## config.mk

```make
export PLATFORM = sky130hd
export DESIGN_NAME = tsv_frame_rx
export DESIGN_NICKNAME = d
export VERILOG_FILES = /design/src/rtl/tsv_link_pkg.sv /design/src/rtl/tsv_frame_check.sv /design/src/rtl/tsv_frame_rx.sv
export SDC_FILE = /design/constraint.sdc
export NUM_CORES = 1
export LEC_CHECK = 0
export ABC_AREA = 1
export CAP_MARGIN = 5
export CORE_MARGIN = 2
export CORE_UTILIZATION = 40
export DETAILED_ROUTE_END_ITERATION = 8
export GPL_TIMING_DRIVEN = 0
export HOLD_SLACK_MARGIN = 0.05
export PLACE_DENSITY = 0.71
export SLEW_MARGIN = 30
export SYNTH_ARGS = -nofsm -noshare
export SYNTH_HDL_FRONTEND = slang
export SYNTH_SLANG_ARGS = --single-unit
```

## constraint.sdc

```tcl
create_clock -name clk -period 1.85 [get_ports clk]
set_input_delay 0.555 -clock clk [delete_from_list [all_inputs] [get_ports clk]]
set_output_delay 0.555 -clock clk [all_outputs]
set_load 0.01 [all_outputs]
```

## src/rtl/tsv_link_pkg.sv

```systemverilog
// Shared definitions for the inter-layer TSV token link: token layout, receiver
// states and error-cause codes.
package tsv_link_pkg;

  localparam logic [15:0] MARKER_DEF = 16'hBEAF;
  localparam logic [1:0]  HDR        = 2'b11;
  localparam int          WORD_W     = 32;

  // Token layout: {HDR, p_state, src_id, dst_id, MARKER}
  localparam int HDR_MSB = 31;
  localparam int HDR_LSB = 30;
  localparam int PST_MSB = 29;
  localparam int PST_LSB = 26;
  localparam int SRC_MSB = 25;
  localparam int SRC_LSB = 21;
  localparam int DST_MSB = 20;
  localparam int DST_LSB = 16;
  localparam int MRK_MSB = 15;
  localparam int MRK_LSB = 0;

  typedef enum logic [1:0] {
    HUNT = 2'd0,
    DATA = 2'd1,
    PAR  = 2'd2,
    STOP = 2'd3
  } state_t;

  typedef enum logic [1:0] {
    ERR_HDR  = 2'd0,
    ERR_PAR  = 2'd1,
    ERR_STOP = 2'd2,
    ERR_TMO  = 2'd3
  } err_t;

  // Destination of a valid token is always the next ID, wrapping in 5 bits.
  function automatic logic [4:0] next_id(input logic [4:0] id);
    return id + 5'd1;
  endfunction

endpackage

```

## src/rtl/tsv_frame_check.sv

```systemverilog
// Combinational validation of a received token plus its parity and stop bits.
// Parity is enforced only when TSV_PARITY_CHECK_EN is defined.
module tsv_frame_check
  import tsv_link_pkg::*;
#(
  parameter logic [15:0] MARKER = MARKER_DEF
) (
  input  logic [WORD_W-1:0] word,
  input  logic              par_bit,
  input  logic              stop_bit,
  output logic              good,
  output err_t              err_type
);

  logic hdr_ok;
  logic mrk_ok;
  logic id_ok;
  logic par_ok;
  logic stop_ok;

  assign hdr_ok  = (word[HDR_MSB:HDR_LSB] == HDR);
  assign mrk_ok  = (word[MRK_MSB:MRK_LSB] == MARKER);
  assign id_ok   = (word[DST_MSB:DST_LSB] == next_id(word[SRC_MSB:SRC_LSB]));
  assign stop_ok = ~stop_bit;

`ifdef TSV_PARITY_CHECK_EN
  // Even parity across the 32 data bits and the parity bit itself.
  assign par_ok = ~(^word ^ par_bit);
`else
  logic unused_par;
  assign unused_par = par_bit;
  assign par_ok     = 1'b1;
`endif

  always_comb begin
    good     = stop_ok & par_ok & hdr_ok & mrk_ok & id_ok;
    err_type = ERR_HDR;
    if (!stop_ok) begin
      err_type = ERR_STOP;
    end else if (!par_ok) begin
      err_type = ERR_PAR;
    end
  end

endmodule

```

## src/rtl/tsv_frame_rx.sv

```systemverilog
// Serial receiver for the TSV ID-assignment token; presents only validated words.
// Define TSV_PARITY_CHECK_EN to reject frames with bad even parity.
module tsv_frame_rx
  import tsv_link_pkg::*;
#(
  parameter logic [15:0] MARKER  = MARKER_DEF,
  parameter int          TIMEOUT = 40,
  parameter int          ERR_W   = 8
) (
  input  logic              clk,
  input  logic              rst_n,
  input  logic              clr,
  input  logic              rx_en,
  input  logic              rx_bit,
  output logic [WORD_W-1:0] data_word,
  output logic              word_valid,
  output logic [3:0]        p_state_o,
  output logic [4:0]        src_id,
  output logic [4:0]        dst_id,
  output logic              frame_err,
  output logic [1:0]        err_type,
  output logic [ERR_W-1:0]  err_cnt,
  output logic              busy
);

  localparam int TO_W = $clog2(TIMEOUT + 1);

  state_t            state_reg;
  logic [WORD_W-1:0] shift_reg;
  logic [4:0]        bit_cnt_reg;
  logic [TO_W-1:0]   to_cnt_reg;
  logic              par_reg;

  logic             chk_good;
  err_t             chk_err;
  logic             timeout_hit;
  logic [ERR_W-1:0] err_cnt_next;

  // The stop bit is judged straight off the line on the edge that samples it.
  tsv_frame_check #(
    .MARKER (MARKER)
  ) u_check (
    .word     (shift_reg),
    .par_bit  (par_reg),
    .stop_bit (rx_bit),
    .good     (chk_good),
    .err_type (chk_err)
  );

  assign timeout_hit  = (state_reg != HUNT) && !rx_en &&
                        (to_cnt_reg == TO_W'(TIMEOUT - 1));
  assign err_cnt_next = (&err_cnt) ? err_cnt : err_cnt + 1'b1;

  always_ff @(posedge clk or negedge rst_n) begin
    if (!rst_n) begin
      state_reg   <= HUNT;
      shift_reg   <= '0;
      bit_cnt_reg <= '0;
      to_cnt_reg  <= '0;
      par_reg     <= 1'b0;
      data_word   <= '0;
      word_valid  <= 1'b0;
      frame_err   <= 1'b0;
      err_type    <= '0;
      err_cnt     <= '0;
    end else begin
      word_valid <= 1'b0;
      frame_err  <= 1'b0;
      if (clr) begin
        state_reg   <= HUNT;
        shift_reg   <= '0;
        bit_cnt_reg <= '0;
        to_cnt_reg  <= '0;
        par_reg     <= 1'b0;
        data_word   <= '0;
        err_type    <= '0;
        err_cnt     <= '0;
      end else if (state_reg != HUNT && !rx_en) begin
        if (timeout_hit) begin
          state_reg   <= HUNT;
          bit_cnt_reg <= '0;
          to_cnt_reg  <= '0;
          frame_err   <= 1'b1;
          err_type    <= ERR_TMO;
          err_cnt     <= err_cnt_next;
        end else begin
          to_cnt_reg <= to_cnt_reg + 1'b1;
        end
      end else if (rx_en) begin
        to_cnt_reg <= '0;
        case (state_reg)
          HUNT: begin
            if (rx_bit) begin
              state_reg   <= DATA;
              bit_cnt_reg <= '0;
            end
          end
          DATA: begin
            shift_reg   <= {shift_reg[WORD_W-2:0], rx_bit};
            bit_cnt_reg <= bit_cnt_reg + 1'b1;
            if (bit_cnt_reg == 5'd31) begin
              state_reg <= PAR;
            end
          end
          PAR: begin
            par_reg   <= rx_bit;
            state_reg <= STOP;
          end
          STOP: begin
            // A stop bit of 1 is an error, never a fresh start bit.
            state_reg <= HUNT;
            if (chk_good) begin
              data_word  <= shift_reg;
              word_valid <= 1'b1;
            end else begin
              frame_err <= 1'b1;
              err_type  <= chk_err;
              err_cnt   <= err_cnt_next;
            end
          end
          default: state_reg <= HUNT;
        endcase
      end
    end
  end

  assign p_state_o = data_word[PST_MSB:PST_LSB];
  assign src_id    = data_word[SRC_MSB:SRC_LSB];
  assign dst_id    = data_word[DST_MSB:DST_LSB];
  assign busy      = (state_reg != HUNT);

endmodule

```

Run 1, signal wires on met1:
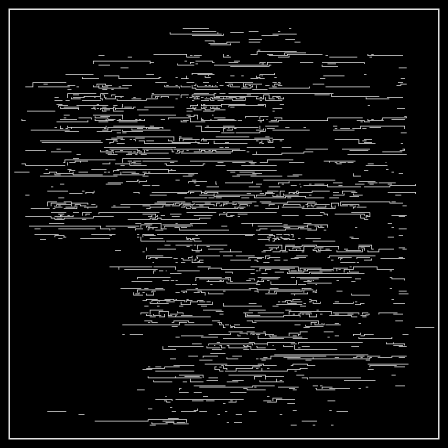
nets with wire on the layer: 578
main direction: horizontal
share of all routed wire: 45%
longest straight run: 26.2 um
wire length on this layer: 4300 um

Run 1, M2 wires:
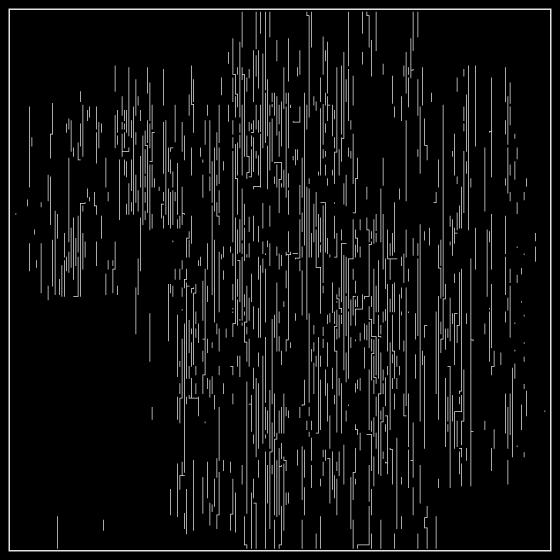
nets with wire on the layer: 524
share of all routed wire: 49%
main direction: vertical
wire length on this layer: 4720 um

==> run summary, run 1 <==
status -> finished with violations
failing checks -> negative setup slack
Tap Cells -> 136
hold_sp -> bit_cnt_reg[4]
worst setup margin -> -0.0615 ns
R2R depth -> 15
busiest grt layer -> met2
Post CTS Setup Buffer Count -> 19
IO Port Bufs -> 63
TritonCTS clock tree -> done
total power -> 4.76 mW
TritonRoute pass-1 iters -> 4
antenna violations before repair -> 0
EDFF count, synth -> 0
Top class by area -> flip-flops and latches
Post-Syn Instances -> 519
stage-log warning count -> 32
Worst Setup SP -> shift_reg[22]
buffering overhead -> 21.1%
Comb/total area -> 30.2%
Area Growth Syn to Fin -> 37.8%
FFs w/ async S/R, synth -> 100%
crit-path leading delay family -> simple AND/OR/NAND/NOR gates
Crit Path Max Fanout -> 5
VDD IR max -> 519 uV
Via Count -> 3701
P_sw -> 1.49 mW
Clock Power -> 1.50 mW
GP Congestion -> 0.841
Startpoint Class -> register
Nets -> 643
Init Core Util -> 41.3%
Flop pwr share -> 44.6%
critical path cell sequence -> ha_1, inv_1, nand2_1, nand2_1, nor2_1, nand2_1, nor2_2, nand3_2, inv_2, nand2_4, buf_8, nand2_8, buf_6, nand2_1, nand2_1
H-Tree Depth -> 3
setup violators final -> 33
Site Rows -> 37
warnings from Yosys -> 0
Sw Share -> 31.2%
average size of a mapped cell -> 8.26 um^2
comb pwr -> 1.14 mW
yosys aoi share -> 8.81%
clock period minus worst slack -> 1.91 ns
dominant logic cell type in the layout -> nand2_1
Post-Synthesis Net Count -> 534
final instance area -> 5910 um^2
uppermost layer routed -> met4
Slew Viols, Final -> 0
clock buffers -> 9
Clock Latency Late Sink -> 0.36 ns
commonest cells in the netlist -> nand2_1 (133), dfrtp_1 (89), inv_1 (67)
final core utilization -> 56.9%
Worst Skew -> 0.0144 ns
Worst Hold Depth -> 2
Routed Antenna Nets -> 0
initial drt markers -> 204
Comb pwr share -> 23.9%
Setup crit end kind -> register
Clock Tree Buf Depth -> 2
CP peak stage delay -> 0.41 ns
P_seq -> 2.13 mW
Top cells excl fill/tap -> nand2_1 (118), dfrtp_1 (88), inv_1 (59), nor2_1 (48), nand3_1 (44)
vias in the first global route -> 3552
IO Count -> 64
Comb gate area -> 1780 um^2
P per Cell Area -> 806 nW/um^2
Post-route DRC -> 0
top cells by area -> dfrtp_1 (52%), nand2_1 (12%), inv_1 (5.9%), nand3_1 (5.8%), nor2_1 (4.9%)
Leak -> 3.33 nW
Synth Cell Area -> 4290 um^2
grt met3 use -> 2.48%
metal2 WL -> 4720 um
Largest type area fraction -> 52.0%
cell taking the most area after synthesis -> dfrtp_1
Hold Buf Count CTS -> 1
Metal-1 WL -> 4300 um
Clk pwr share -> 31.5%
CTS Root Cell -> clkbuf_8
most common cell in the netlist -> nand2_1
Cell Type Count -> 28
worst reg2reg path startpoint -> shift_reg[22]
Worst-Margin Slew -> 0.818 ns
max frequency -> 0.523 GHz
hpwl dp -> 6350 um
top_reg_cell synth -> dfrtp_1
fraction of area in registers -> 37.7%
Run 1, the metal 3 layer:
The bar under the picture is 20 um long.
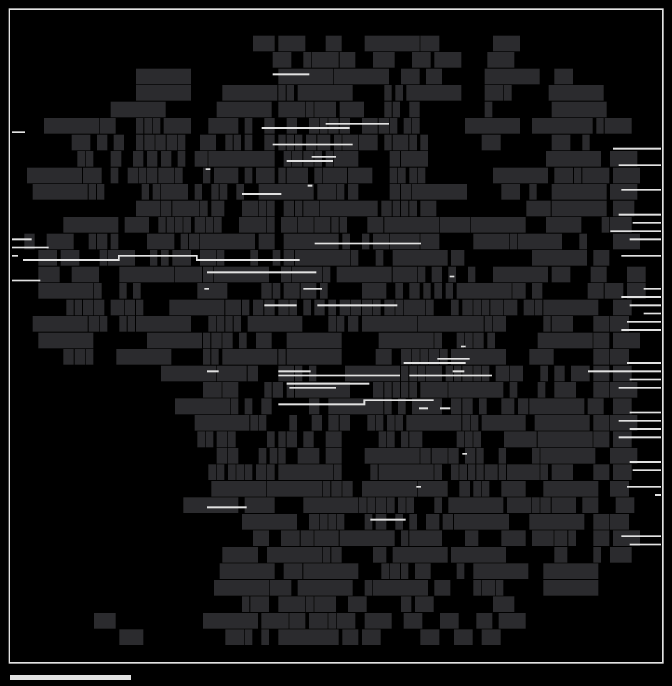
longest straight run: 19.8 um
nets with wire on the layer: 54
main direction: horizontal
wire length on this layer: 453 um

Run 1, signal wires on met4:
The bar under the picture is 20 um long.
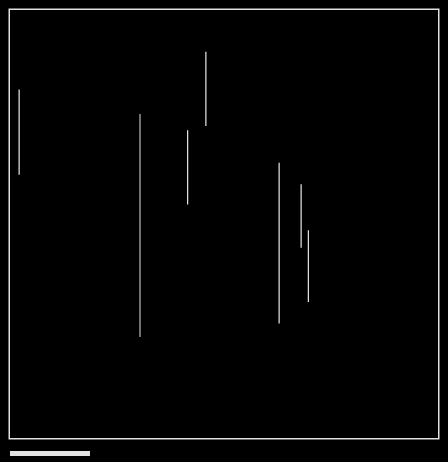
wire length on this layer: 187 um
main direction: vertical

Run 1, routing congestion:
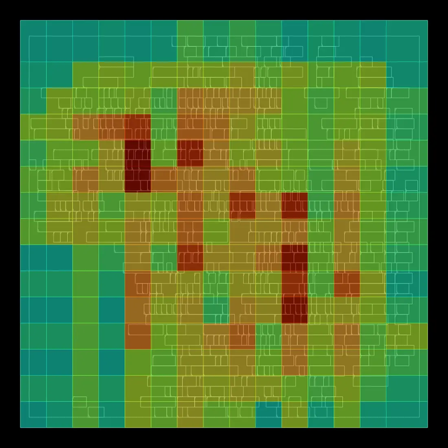

==> run 2, diff against run 1 <==
Settings changed: CORE_UTILIZATION 40 to 54, PLACE_DENSITY 0.71 to 0.89.
Run 2, routing congestion:
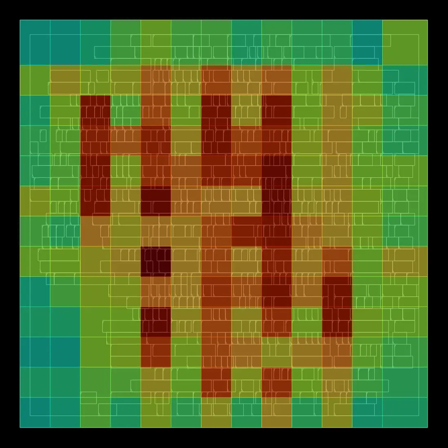
final core utilization: 76.3%
GR Layer Usage met1: 29.0%
GRT Overall Usage: 23.2%

Run 2, M2 wires:
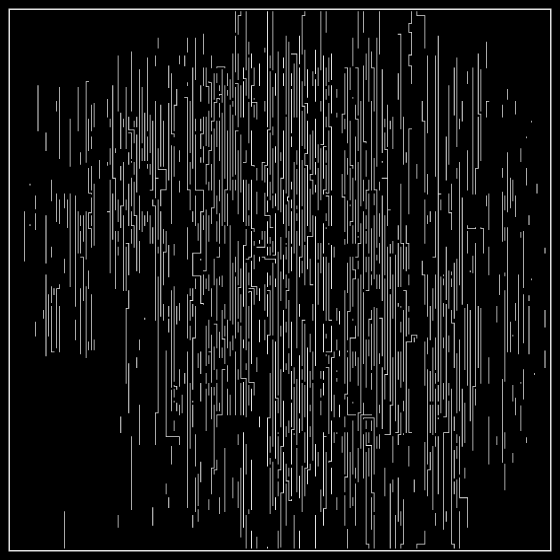
nets with wire on the layer: 557
share of all routed wire: 52%
main direction: vertical

==> run 2 against run 1 <==
Effect of this change: the run still ends with negative setup slack left; clock power fell by 9%; critical endpoint is now data_word[13]; largest power group unchanged; via count rose by 5.8%; first-iteration DRC count rose by 64%; clock skew barely moved; worst setup slack got worse by 0.049 ns; die area fell by 25%; core utilization rose by 19 points; synthesized cell count did not move; highest routed layer unchanged.
==> run summary, run 2 <==
clock buffers -> 9
critical path cell sequence -> ha_4, inv_2, nand2_2, nand2_2, nor2_2, nand2_1, nor2_2, nand3_2, inv_2, nand2_4, buf_8, buf_12, a21oi_4
Sw Share -> 32.6%
Flop pwr share -> 45.2%
grt ovf -> 0
CTS Root Cell -> clkbuf_8
hold_sp -> shift_reg[31]
Worst Skew -> 0.0143 ns
Vias/cell -> 5.30
Comb/total area -> 30.6%
RSZ-0062 raised after global routing -> true
busiest grt layer -> met2
worst reg2reg path startpoint -> shift_reg[22]
Hold Buf Count CTS -> 1
GP Congestion -> 0.882
VDD IR max -> 698 uV
EDFF count, synth -> 0
IO Count -> 64
initial drt markers -> 334
metal2 WL -> 5570 um
Levels on crit path -> 13
Clock Tree Buf Depth -> 2
clock period minus worst slack -> 1.96 ns
Slew Viols, Final -> 0
comb pwr -> 1.22 mW
P per Cell Area -> 798 nW/um^2
top_reg_cell synth -> dfrtp_1
Setup crit end kind -> register
Via Count -> 3914
Post-Synthesis Net Count -> 534
post_cts resized -> 64
most common cell in the netlist -> nand2_1
Init Core Util -> 55.5%
Clock Latency Late Sink -> 0.37 ns
failing checks -> negative setup slack
TritonRoute pass-1 iters -> 5
max frequency -> 0.510 GHz
Comb gate area -> 1810 um^2
cell taking the most area after synthesis -> dfrtp_1
setup violators final -> 42
Top class by area -> flip-flops and latches
number of logic gates -> 329
vias in the first global route -> 3530
fraction of area in registers -> 37.8%
buffering overhead -> 21.6%
Synth flops -> 89
Area Growth Syn to Fin -> 37.6%
antenna violations before repair -> 0
Metal-1 WL -> 4360 um
H-Tree Depth -> 3
commonest cells in the netlist -> nand2_1 (133), dfrtp_1 (89), inv_1 (67)
Site Rows -> 32
yosys stat chip area -> 4290 um^2
Nets -> 647
Startpoint Class -> register
Largest type area fraction -> 52.0%
Simple-Gate Area Share -> 24.7%
Tap Cells -> 102
crit-path leading delay family -> simple AND/OR/NAND/NOR gates
yosys aoi share -> 8.81%
stage-log warning count -> 32
total power -> 4.71 mW
Worst-Margin Slew -> 0.860 ns
worst setup margin -> -0.110 ns
Finished Layout Cells -> 739
Crit Path Max Fanout -> 6
Dominant comb cell -> simple AND/OR/NAND/NOR gates
reg2reg setup slack -> -0.11 ns
dominant logic cell type in the layout -> nand2_1
uppermost layer routed -> met4
status -> finished with violations
Synth Cell Area -> 4290 um^2
warnings from Yosys -> 0
CP peak stage delay -> 0.43 ns
Fill cells -> 454
Period Utilization, post-route -> 106%
Post-route DRC -> 0
Post-Syn Instances -> 519
Routed Antenna Nets -> 0
grt met3 use -> 2.82%
Adder Share, Synth -> 2.92%
hpwl dp -> 6450 um
Worst Setup SP -> shift_reg[22]
FFs w/ async S/R, synth -> 100%
top cells by area -> dfrtp_1 (52%), nand2_1 (12%), inv_1 (5.9%), nand3_1 (5.8%), nor2_1 (4.9%)
CP required -> 2.14 ns
Top cells excl fill/tap -> nand2_1 (113), dfrtp_1 (88), inv_1 (58), buf_4 (49), nor2_1 (47)
Clock Power -> 1.36 mW
Worst Hold Depth -> 2
Clk pwr share -> 28.9%
Flop area -> 2230 um^2
Cell Type Count -> 28
average size of a mapped cell -> 8.26 um^2
Leak -> 3.31 nW
Comb pwr share -> 25.9%
R2R depth -> 13
P_sw -> 1.54 mW
final instance area -> 5900 um^2
P_seq -> 2.13 mW
IO Port Bufs -> 63
TritonCTS clock tree -> done
worst min path class -> reg -> reg
Post CTS Setup Buffer Count -> 23
Power is estimated from default activity; no workload was simulated.
